run_1/detail.png
Window x 65 to 85, y 8 to 28 um. Cells in gray, sequential cells in the stronger gray; small squares are vias.
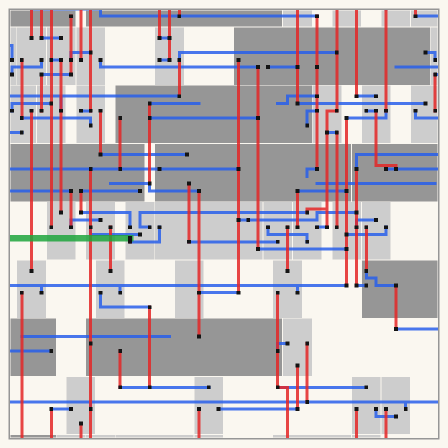
run_1/wires.png
(4 px per um)
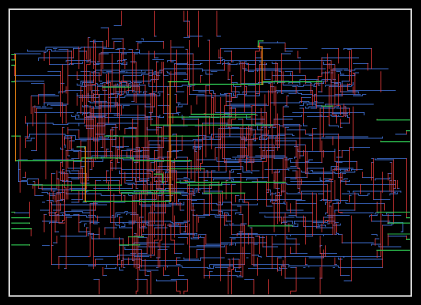
run_1/clk_routes.png
(3 px per um)
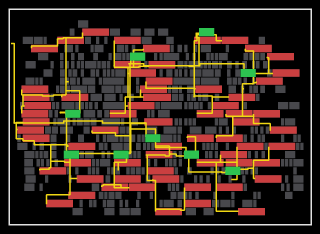
run_1/flops_by_reg.png
(4 px per um) Other sequential cells in the stronger gray, the rest of the logic in the fainter gray.
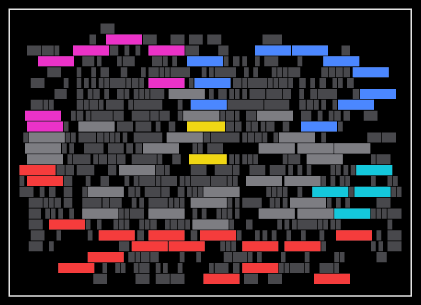
<file path="config.mk">
export PLATFORM = sky130hd
export DESIGN_NAME = bcd7_scan_driver
export DESIGN_NICKNAME = d
export VERILOG_FILES = /design/src/rtl/bcd7_scan_driver.sv
export SDC_FILE = /design/constraint.sdc
export NUM_CORES = 1
export LEC_CHECK = 0
export ABC_AREA = 1
export CAP_MARGIN = 20
export CORE_ASPECT_RATIO = 0.7
export CORE_MARGIN = 2
export CORE_UTILIZATION = 50
export DETAILED_ROUTE_END_ITERATION = 10
export GPL_TIMING_DRIVEN = 0
export PLACE_DENSITY = 0.75
export SYNTH_ARGS = -nofsm -noshare
export SYNTH_HDL_FRONTEND = slang
export SYNTH_SLANG_ARGS = --single-unit
</file>
<file path="constraint.sdc">
create_clock -name clk -period 2.8 [get_ports clk]
set_clock_uncertainty 0.15 [all_clocks]
set_input_delay 0.56 -clock clk [delete_from_list [all_inputs] [get_ports clk]]
set_output_delay 0.56 -clock clk [all_outputs]
set_load 0.05 [all_outputs]
</file>
<file path="src/rtl/bcd7_scan_driver.sv">
// bcd7_scan_driver: time-multiplexed N-digit 7-segment scan driver with frame-aligned data capture.
// Optional LEADING_ZERO_BLANK_EN blanks leading zero digits above digit 0.
module bcd7_scan_driver #(
  parameter int DIGITS         = 4,
  parameter int SCAN_DIV       = 1000,
  parameter int SEG_ACTIVE_LOW = 0,
  parameter int AN_ACTIVE_LOW  = 0
) (
  input  logic                  clk,
  input  logic                  rst_n,
  input  logic [4*DIGITS-1:0]   din,
  input  logic [DIGITS-1:0]     dp_in,
  input  logic                  load,
  input  logic                  hex_en,
  output logic [6:0]            seg,
  output logic                  dp,
  output logic [DIGITS-1:0]     an,
  output logic                  frame_start
);
  localparam int IW = DIGITS > 1 ? $clog2(DIGITS) : 1;
  localparam int DW = $clog2(SCAN_DIV);
  localparam logic [IW-1:0] LAST = IW'(DIGITS - 1);
  localparam logic [DW-1:0] DMAX = DW'(SCAN_DIV - 1);
  localparam logic SL = SEG_ACTIVE_LOW != 0;
  localparam logic AL = AN_ACTIVE_LOW != 0;
  localparam logic [6:0] LUT [16] = '{
    7'b1111110, 7'b0110000, 7'b1101101, 7'b1111001, 7'b0110011, 7'b1011011, 7'b1011111, 7'b1110000,
    7'b1111111, 7'b1111011, 7'b1110111, 7'b0011111, 7'b1001110, 7'b0111101, 7'b1001111, 7'b1000111};
  logic [DW-1:0]       div_q, div_d;
  logic [IW-1:0]       idx_q, idx_d;
  logic                pend_q, pend_d;
  logic [4*DIGITS-1:0] stg_q, stg_d, shd_q, shd_d;
  logic [DIGITS-1:0]   tdp_q, tdp_d, sdp_q, sdp_d;
  logic [6:0]          seg_q, seg_d;
  logic                dp_q, dp_d;
  logic [DIGITS-1:0]   an_q, an_d;
  logic                tick, wrap, blank;
  logic [3:0]          nib;
  always_comb begin
    tick   = div_q == DMAX;
    wrap   = tick && idx_q == LAST;
    div_d  = tick ? '0 : div_q + 1'b1;
    idx_d  = !tick ? idx_q : wrap ? '0 : idx_q + 1'b1;
    stg_d  = load ? din : stg_q;
    tdp_d  = load ? dp_in : tdp_q;
    pend_d = wrap ? 1'b0 : pend_q | load;
    shd_d  = wrap && (pend_q || load) ? stg_d : shd_q;
    sdp_d  = wrap && (pend_q || load) ? tdp_d : sdp_q;
    nib    = shd_d[4*idx_d +: 4];
`ifdef LEADING_ZERO_BLANK_EN
    blank  = idx_d != '0 && (shd_d >> (4*idx_d)) == '0;
`else
    blank  = 1'b0;
`endif
    // outputs are computed for the slot being entered, from the shadow it will show
    seg_d  = (blank || (!hex_en && nib > 4'd9) ? 7'b0 : LUT[nib]) ^ {7{SL}};
    dp_d   = sdp_d[idx_d] ^ SL;
    an_d   = (DIGITS'(1) << idx_d) ^ {DIGITS{AL}};
    frame_start = wrap;
  end
  always_ff @(posedge clk or negedge rst_n) begin
    if (!rst_n) begin
      div_q  <= '0;
      idx_q  <= LAST;
      pend_q <= 1'b0;
      stg_q  <= '0;
      shd_q  <= '0;
      tdp_q  <= '0;
      sdp_q  <= '0;
      seg_q  <= {7{SL}};
      dp_q   <= SL;
      an_q   <= {DIGITS{AL}};
    end else begin
      div_q  <= div_d;
      idx_q  <= idx_d;
      pend_q <= pend_d;
      stg_q  <= stg_d;
      shd_q  <= shd_d;
      tdp_q  <= tdp_d;
      sdp_q  <= sdp_d;
      if (tick) begin
        seg_q <= seg_d;
        dp_q  <= dp_d;
        an_q  <= an_d;
      end
    end
  end
  assign seg = seg_q;
  assign dp  = dp_q;
  assign an  = an_q;
endmodule

</file>
==> tab_implementation.tex, run 1 <==
% Generated from flow reports
\begin{tabular}{lr}
\hline
Metric & Value \\
\hline
\multicolumn{2}{l}{\textbf{Status}} \\
Run status & finished, final reports clean \\
\multicolumn{2}{l}{\textbf{Global routing}} \\
First-pass GRT wire length & $\sim$12 mm \\
GRT met1 Usage & approximately 29\% \\
Number of antenna violations at the first check in global routing & 0 \\
Busiest layer in global routing & met2 \\
Pin count of the biggest net entering global routing & 66 \\
Grt met3 use & $\sim$6.7\% \\
Met2 global-route usage & between 30\% and 40\% \\
Overflow after GRT & 0 \\
\multicolumn{2}{l}{\textbf{Logic synthesis}} \\
Post-synthesis share of cell area spent on and, or, nand and nor gates & around a third \\
Net Count, Synth & approximately 430 \\
Number of enable-type register cells in the synthesized netlist & 0 \\
Register bit total from synthesis & about 65 \\
Fraction of synthesized cell area taken by the top area cell type & approximately half \\
Sequential cell area fraction in the yosys report & 50.35\% \\
Dominant cells by area after synthesis & dfrtp\_1 (49\%), nand2\_1 (19\%), inv\_1 (3.8\%), ha\_1 (3.1\%), nand2\_2 (2.5\%) \\
Biggest combinational cell group after synthesis & simple AND/OR/NAND/NOR gates \\
Unique cell types & 31 \\
Top post-synthesis cells by count & nand2\_1 (164), dfrtp\_1 (63), inv\_1 (33) \\
Yosys cell count & 393 \\
Library cell with the highest instance count after synthesis & nand2\_1 \\
Fraction of the mapped netlist area in compound gates & around 5\% \\
Summed instance area of the synthesized netlist & 3236 um\^{}2 \\
Adder Area Share & under 10\% \\
Post-synthesis instance total & between 300 and 400 \\
Fraction of registers with async set/reset & 100.0\% \\
Chip area estimate from yosys synthesis & 3236 um\^{}2 \\
Library cell occupying the most area in the post-synthesis netlist & dfrtp\_1 \\
Synth Flop Type & dfrtp\_1 \\
\multicolumn{2}{l}{\textbf{Critical path}} \\
RR Startpoint & div\_q[0] \\
Slowest cell on crit path & dfrtp\_1 \\
Classification of the worst setup path & flop to primary output \\
Capturing element type of the critical path & primary output \\
Crit Path Max Fanout & 7 \\
Crit path capture & frame\_start \\
Cell class contributing the biggest share of worst-path delay & simple AND/OR/NAND/NOR gates \\
Most numerous cell on the critical path & nor2\_4 \\
Crit path buf inv count & 3 \\
Biggest cell delay along the critical path & between 0.3 and 0.4 ns \\
Cell chain of the critical path & ha\_2 > nand2\_2 > nor2\_4 > nand3\_4 > buf\_12 > nor2\_4 > buf\_4 > clkbuf\_4 \\
\multicolumn{2}{l}{\textbf{Timing}} \\
Slew @ Worst Pin & roughly 0.8 ns \\
Min Clock Period, post-route & around 2.7 ns \\
Setup TNS Final & 0 ns \\
Max-slew violation total from the final report & 0 \\
Highest clock rate & $\sim$370 MHz \\
Number of failing hold endpoints at the final stage & 0 \\
Tightest hold margin & 0.1582 ns \\
Setup-violating endpoint count in the final report & 0 \\
\multicolumn{2}{l}{\textbf{Clocking}} \\
CTS root buf & clkbuf\_8 \\
H-Tree Depth & 3 \\
Number of cells upsized or downsized after cts & 11 \\
Number of buffers inserted to repair setup after CTS & 1 \\
Worst skew pair latency & between 0.3 and 0.4 ns \\
Clock transition time at the flip-flop clock pins of the worst setup and hold paths & around 0.070 ns \\
CTS Hold Bufs & 0 \\
\multicolumn{2}{l}{\textbf{Cells and area}} \\
Share of layout cells above drive strength 1 & 19.73\% \\
Repair and plain buffers & 51 \\
Inverter count & about 42 \\
Leading cell types in the layout, fill and taps excluded & nand2\_1 (160), dfrtp\_1 (63), clkdlybuf4s50\_1 (33), inv\_1 (32) \\
Fraction of area in registers & 40.90\% \\
Top Registers & shd\_q x16, stg\_q x16, div\_q x10 \\
Final cell count without fillers & about 530 \\
Multi-input gate count & 277 \\
Most used logic cell in the final layout & nand2\_1 \\
Register Area & 1629 um\^{}2 \\
Net count, final & around 480 \\
Dominant kind of cell & sequential cells \\
Finished Cell Area & approximately 4000 um\^{}2 \\
\multicolumn{2}{l}{\textbf{Power and ir drop}} \\
Sw power & around 0.4 mW \\
Worst-case vdd ir drop & 0.0002842 V \\
Power in combinational cells & approximately 0.095 mW \\
Top power group & sequential cells \\
Overall power & about 1.7 mW \\
P\_seq & about 0.97 mW \\
Share of power burned in the clock network & between 30\% and 40\% \\
Gate power share & under 10\% \\
Power density over the cells & 438.8 nW/um\^{}2 \\
\multicolumn{2}{l}{\textbf{Min path}} \\
Class of the tightest hold or removal check & primary input to asynchronous set/reset pin \\
\multicolumn{2}{l}{\textbf{Die}} \\
Core region area & 6246 um\^{}2 \\
Die X & 100.2 um \\
Core Util at FP & between 50\% and 60\% \\
Number of placement rows & 24 \\
I/O pin total & 37 \\
\multicolumn{2}{l}{\textbf{Place}} \\
Port buffer count & 36 \\
Number of placed cells counting well taps & approximately 510 \\
Area after detailed placement & roughly 3700 um\^{}2 \\
Half-perimeter wire length after placement & $\sim$4.8 mm \\
\multicolumn{2}{l}{\textbf{Route}} \\
Vias per Instance & roughly 5 \\
Met2 wirelength from detailed routing & 3.106 mm \\
Final ANT Viol Nets & 0 \\
Top routing layer in use & met4 \\
Number of DRC violations after detailed routing & 0 \\
Iteration-0 DRC Markers & between 100 and 150 \\
\multicolumn{2}{l}{\textbf{Job}} \\
Number of max-cap violations & 0 \\
Number of warnings in the stage logs & 31 \\
\hline
\end{tabular}
Back to the opening pictures, detail.png:
[metal 2] red
[metal 3] green
[metal 1] blue
sequential cells in the window: 5
most frequent: nand2_1 (25), dfrtp_1 (5)
cells with their middle in the window: 32
netlist names of flops here include: shd_q (3)

Back to the opening pictures, wires.png:
[metal 3] green | wire length: 417 um
[metal 1] blue | wire length: 3230 um
[metal 2] red | wire length: 3110 um
[metal 4] orange | wire length: 80.5 um
final routed wire length divided by cell count: 12.92 um
vias after detailed routing: 2655
global router's overall resource usage: 21.26%
Post-Route WL: 6.834 mm

Back to the opening pictures, clk_routes.png:
[clock wires] yellow | length: 836 um
[flip-flops] red | count: 65
[clock drivers] green | count: 9
routed clock nets: 10

Back to the opening pictures, flops_by_reg.png:
[div_q] blue | sequential cells: 10
[seg] magenta | sequential cells: 7 | where: north-west
[tdp_q] cyan | sequential cells: 4
[stg_q] red | sequential cells: 16
[idx_q] yellow | sequential cells: 2
not colored: 26

run_1/congestion.png
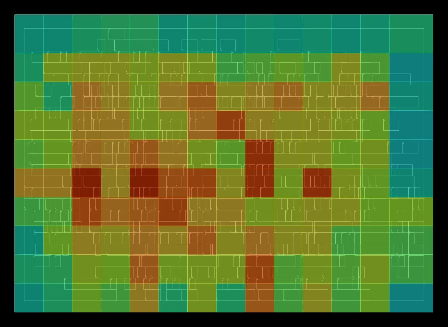

==> run 1 -> run 2 <==
--- a/config.mk
+++ b/config.mk
@@ -6,13 +6,13 @@
 export NUM_CORES = 1
 export LEC_CHECK = 0
 export ABC_AREA = 1
-export CAP_MARGIN = 20
 export CORE_ASPECT_RATIO = 0.7
 export CORE_MARGIN = 2
-export CORE_UTILIZATION = 50
+export CORE_UTILIZATION = 57
 export DETAILED_ROUTE_END_ITERATION = 10
 export GPL_TIMING_DRIVEN = 0
-export PLACE_DENSITY = 0.75
+export PLACE_DENSITY = 0.81
+export SKIP_LAST_GASP = 1
 export SYNTH_ARGS = -nofsm -noshare
 export SYNTH_HDL_FRONTEND = slang
 export SYNTH_SLANG_ARGS = --single-unit
==> constraint.sdc (replaced) <==
create_clock -name clk -period 3.4 [get_ports clk]
set_clock_uncertainty 0.15 [all_clocks]
set_input_delay 0.68 -clock clk [delete_from_list [all_inputs] [get_ports clk]]
set_output_delay 0.68 -clock clk [all_outputs]
set_load 0.05 [all_outputs]
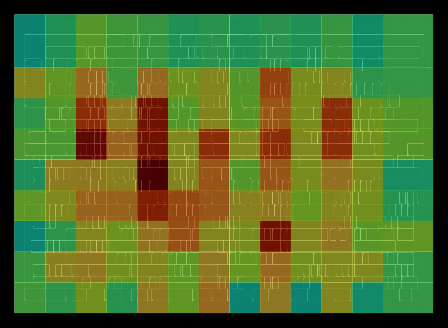
run_2/congestion.png
global router's overall resource usage: 24.40%
final cell utilization of the core: 71.86%

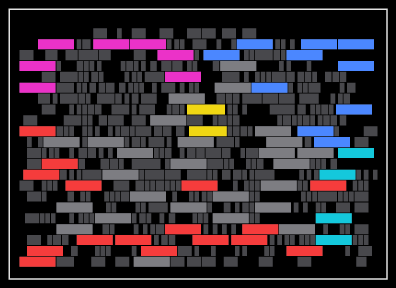
run_2/flops_by_reg.png
(4 px per um) Other sequential cells in the stronger gray, the rest of the logic in the fainter gray.
[idx_q] yellow | sequential cells: 2
[seg] magenta | sequential cells: 7
[stg_q] red | sequential cells: 16
[tdp_q] cyan | sequential cells: 4
[div_q] blue | sequential cells: 10 | where: north-east
not colored: 26
fraction of area in registers: 42.23%
Register Area: 1629 um^2

==> run 2 against run 1 <==
Effect of this change: setup slack better by 0.15 ns; first-iteration DRC count is 42% higher; synthesized area unchanged; total power fell by 18%; core utilization rose by 8.1 points; final area decreased by 3.1%; die size decreased by 12%.
==> tab_implementation.tex, run 2 <==
% Generated from flow reports
\begin{tabular}{lr}
\hline
Metric & Value \\
\hline
\multicolumn{2}{l}{\textbf{Logic synthesis}} \\
Chip area estimate from yosys synthesis & between 3000 and 4000 um\^{}2 \\
Register bit total from synthesis & roughly 65 \\
Xor/xnor share of the synthesized area & less than 1\% \\
Net Count, Synth & 425 \\
Biggest combinational cell group after synthesis & simple AND/OR/NAND/NOR gates \\
Fraction of registers with async set/reset & 100.0\% \\
Multiplexer area fraction after synthesis & 0\% \\
Post-synthesis share of cell area spent on and, or, nand and nor gates & approximately a third \\
Number of enable-type register cells in the synthesized netlist & 0 \\
Synth warn & 0 \\
Fraction of synthesized cell area taken by the top area cell type & between 40\% and 50\% \\
Dominant cells by area after synthesis & dfrtp\_1 (49\%), nand2\_1 (19\%), inv\_1 (3.8\%), ha\_1 (3.1\%), nand2\_2 (2.5\%) \\
Summed instance area of the synthesized netlist & between 3000 and 4000 um\^{}2 \\
Library cell occupying the most area in the post-synthesis netlist & dfrtp\_1 \\
Yosys cell count & just under 400 \\
Library cell with the highest instance count after synthesis & nand2\_1 \\
Top post-synthesis cells by count & nand2\_1 (164), dfrtp\_1 (63), inv\_1 (33) \\
Unique cell types & 31 \\
Adder Area Share & 3.094\% \\
Sequential cell area fraction in the yosys report & 50.35\% \\
Fraction of the mapped netlist area in compound gates & a little over 5\% \\
Synth Flop Type & dfrtp\_1 \\
Post-synthesis instance total & 393 \\
\multicolumn{2}{l}{\textbf{Power and ir drop}} \\
Clock group total power & 0.552 mW \\
Share of power burned in the clock network & about two fifths \\
Overall power & approximately 1.4 mW \\
Power density over the cells & approximately 370 nW/um\^{}2 \\
Sw power & approximately 0.33 mW \\
Worst-case vdd ir drop & just over 0.0003 V \\
Leakage power total & approximately 2 nW \\
P\_seq & $\sim$0.80 mW \\
Gate power share & around 5.5\% \\
Power in combinational cells & 0.0783 mW \\
Top power group & sequential cells \\
\multicolumn{2}{l}{\textbf{Route}} \\
Met2 wirelength from detailed routing & $\sim$3.0 mm \\
Number of iterations in the first detailed-routing pass & 4 \\
Top routing layer in use & met4 \\
Final routed wire length divided by cell count & 12.76 um \\
WL met3 & 347 um \\
Wire length on met1 & 3.141 mm \\
Post-Route WL & approximately 6.6 mm \\
Iteration-0 DRC Markers & between 100 and 150 \\
Vias after detailed routing & 2624 \\
Final ANT Viol Nets & 0 \\
Number of DRC violations after detailed routing & 0 \\
Vias per Instance & between 5 and 6 \\
\multicolumn{2}{l}{\textbf{Critical path}} \\
Crit path buf inv count & 3 \\
Capturing element type of the critical path & flop \\
Biggest cell delay along the critical path & between 0.6 and 0.7 ns \\
RR Startpoint & idx\_q[0] \\
Cell class contributing the biggest share of worst-path delay & simple AND/OR/NAND/NOR gates \\
Most numerous cell on the critical path & nand2\_1 \\
Cell chain of the critical path & clkdlybuf4s50\_1 > or2\_1 > nand4\_2 > buf\_2 > nand2\_1 > nand2\_1 > nand2\_1 > nand2\_1 > nor2\_4 > inv\_1 > ha\_1 > nand2\_2 > nand3\_2 > nand2\_4 > o21ai\_2 \\
Crit Path Max Fanout & 10 \\
Worst R2R End & seg[0] \\
Crit path from & load \\
Classification of the worst setup path & primary input to flop \\
Crit path capture & seg[0] \\
Startpoint kind of the worst setup timing path & primary input \\
Slowest cell on crit path & clkdlybuf4s50\_1 \\
Path length in cells of the critical path & 15 \\
\multicolumn{2}{l}{\textbf{Cells and area}} \\
Share of layout cells above drive strength 1 & between 10\% and 20\% \\
Leading cell types in the layout, fill and taps excluded & nand2\_1 (164), dfrtp\_1 (63), clkdlybuf4s50\_1 (34), inv\_1 (33), nand3\_1 (16) \\
Final cell count without fillers & just over 500 \\
Most used logic cell in the final layout & nand2\_1 \\
Finished Cell Area & between 3000 and 4000 um\^{}2 \\
Multi-input gate share of the layout cell area & 36.56\% \\
Dominant kind of cell & sequential cells \\
Inverter count & $\sim$42 \\
Multi-input gate count & around 280 \\
Layout clock buffers & 11 \\
Repair and plain buffers & about 45 \\
Final non-clock buffer share & between 10\% and 20\% \\
Top Registers & shd\_q x16, stg\_q x16, div\_q x10 \\
Net count, final & roughly 470 \\
\multicolumn{2}{l}{\textbf{Global routing}} \\
Number of antenna violations at the first check in global routing & 0 \\
Grt met3 use & under 10\% \\
Busiest layer in global routing & met2 \\
Pin count of the biggest net entering global routing & between 60 and 70 \\
Met2 global-route usage & 39.64\% \\
Number of global-route vias before repair & 2613 \\
GRT met1 Usage & a little under a third \\
First-pass GRT wire length & between 10 and 15 mm \\
Overflow after GRT & 0 \\
\multicolumn{2}{l}{\textbf{Clocking}} \\
H-Tree Depth & 3 \\
Clock transition time at the flip-flop clock pins of the worst setup and hold paths & approximately 0.070 ns \\
CTS tree & yes \\
Number of buffers inserted to repair setup after CTS & 0 \\
CTS root buf & clkbuf\_8 \\
Number of cells upsized or downsized after cts & 0 \\
Clock Sinks & 65 \\
Worst skew pair latency & 0.33 ns \\
Inserted Clock Buffers & 9 \\
CTS Hold Bufs & 0 \\
\multicolumn{2}{l}{\textbf{Die}} \\
Die area & between 6000 and 7000 um\^{}2 \\
I/O pin total & 37 \\
Die X & $\sim$94 um \\
Core Util at FP & 60.28\% \\
Number of placement rows & 22 \\
Core region area & about 5400 um\^{}2 \\
N\_taps & slightly above 70 \\
\multicolumn{2}{l}{\textbf{Place}} \\
Area after detailed placement & about 3700 um\^{}2 \\
Number of placed cells counting well taps & $\sim$500 \\
Port buffer count & 36 \\
Half-perimeter wire length after placement & roughly 4.7 mm \\
\multicolumn{2}{l}{\textbf{Timing}} \\
Highest clock rate & about 320 MHz \\
Number of failing hold endpoints at the final stage & 0 \\
Tightest hold margin & 0.2772 ns \\
Slew @ Worst Pin & approximately 0.81 ns \\
Setup TNS Final & 0 ns \\
Min Clock Period, post-route & between 3 and 4 ns \\
Setup-violating endpoint count in the final report & 0 \\
Final Worst Setup Slack & between 0.2 and 0.3 ns \\
Max-slew violation total from the final report & 0 \\
Setup repair after global routing missed its margin & false \\
\multicolumn{2}{l}{\textbf{Job}} \\
Number of warnings in the stage logs & 31 \\
Number of max-cap violations & 0 \\
\multicolumn{2}{l}{\textbf{Min path}} \\
Class of the tightest hold or removal check & primary input to asynchronous set/reset pin \\
\multicolumn{2}{l}{\textbf{Status}} \\
Run status & finished, final reports clean \\
\hline
\end{tabular}
No activity file was given, so power comes from the tool's default toggle rates.
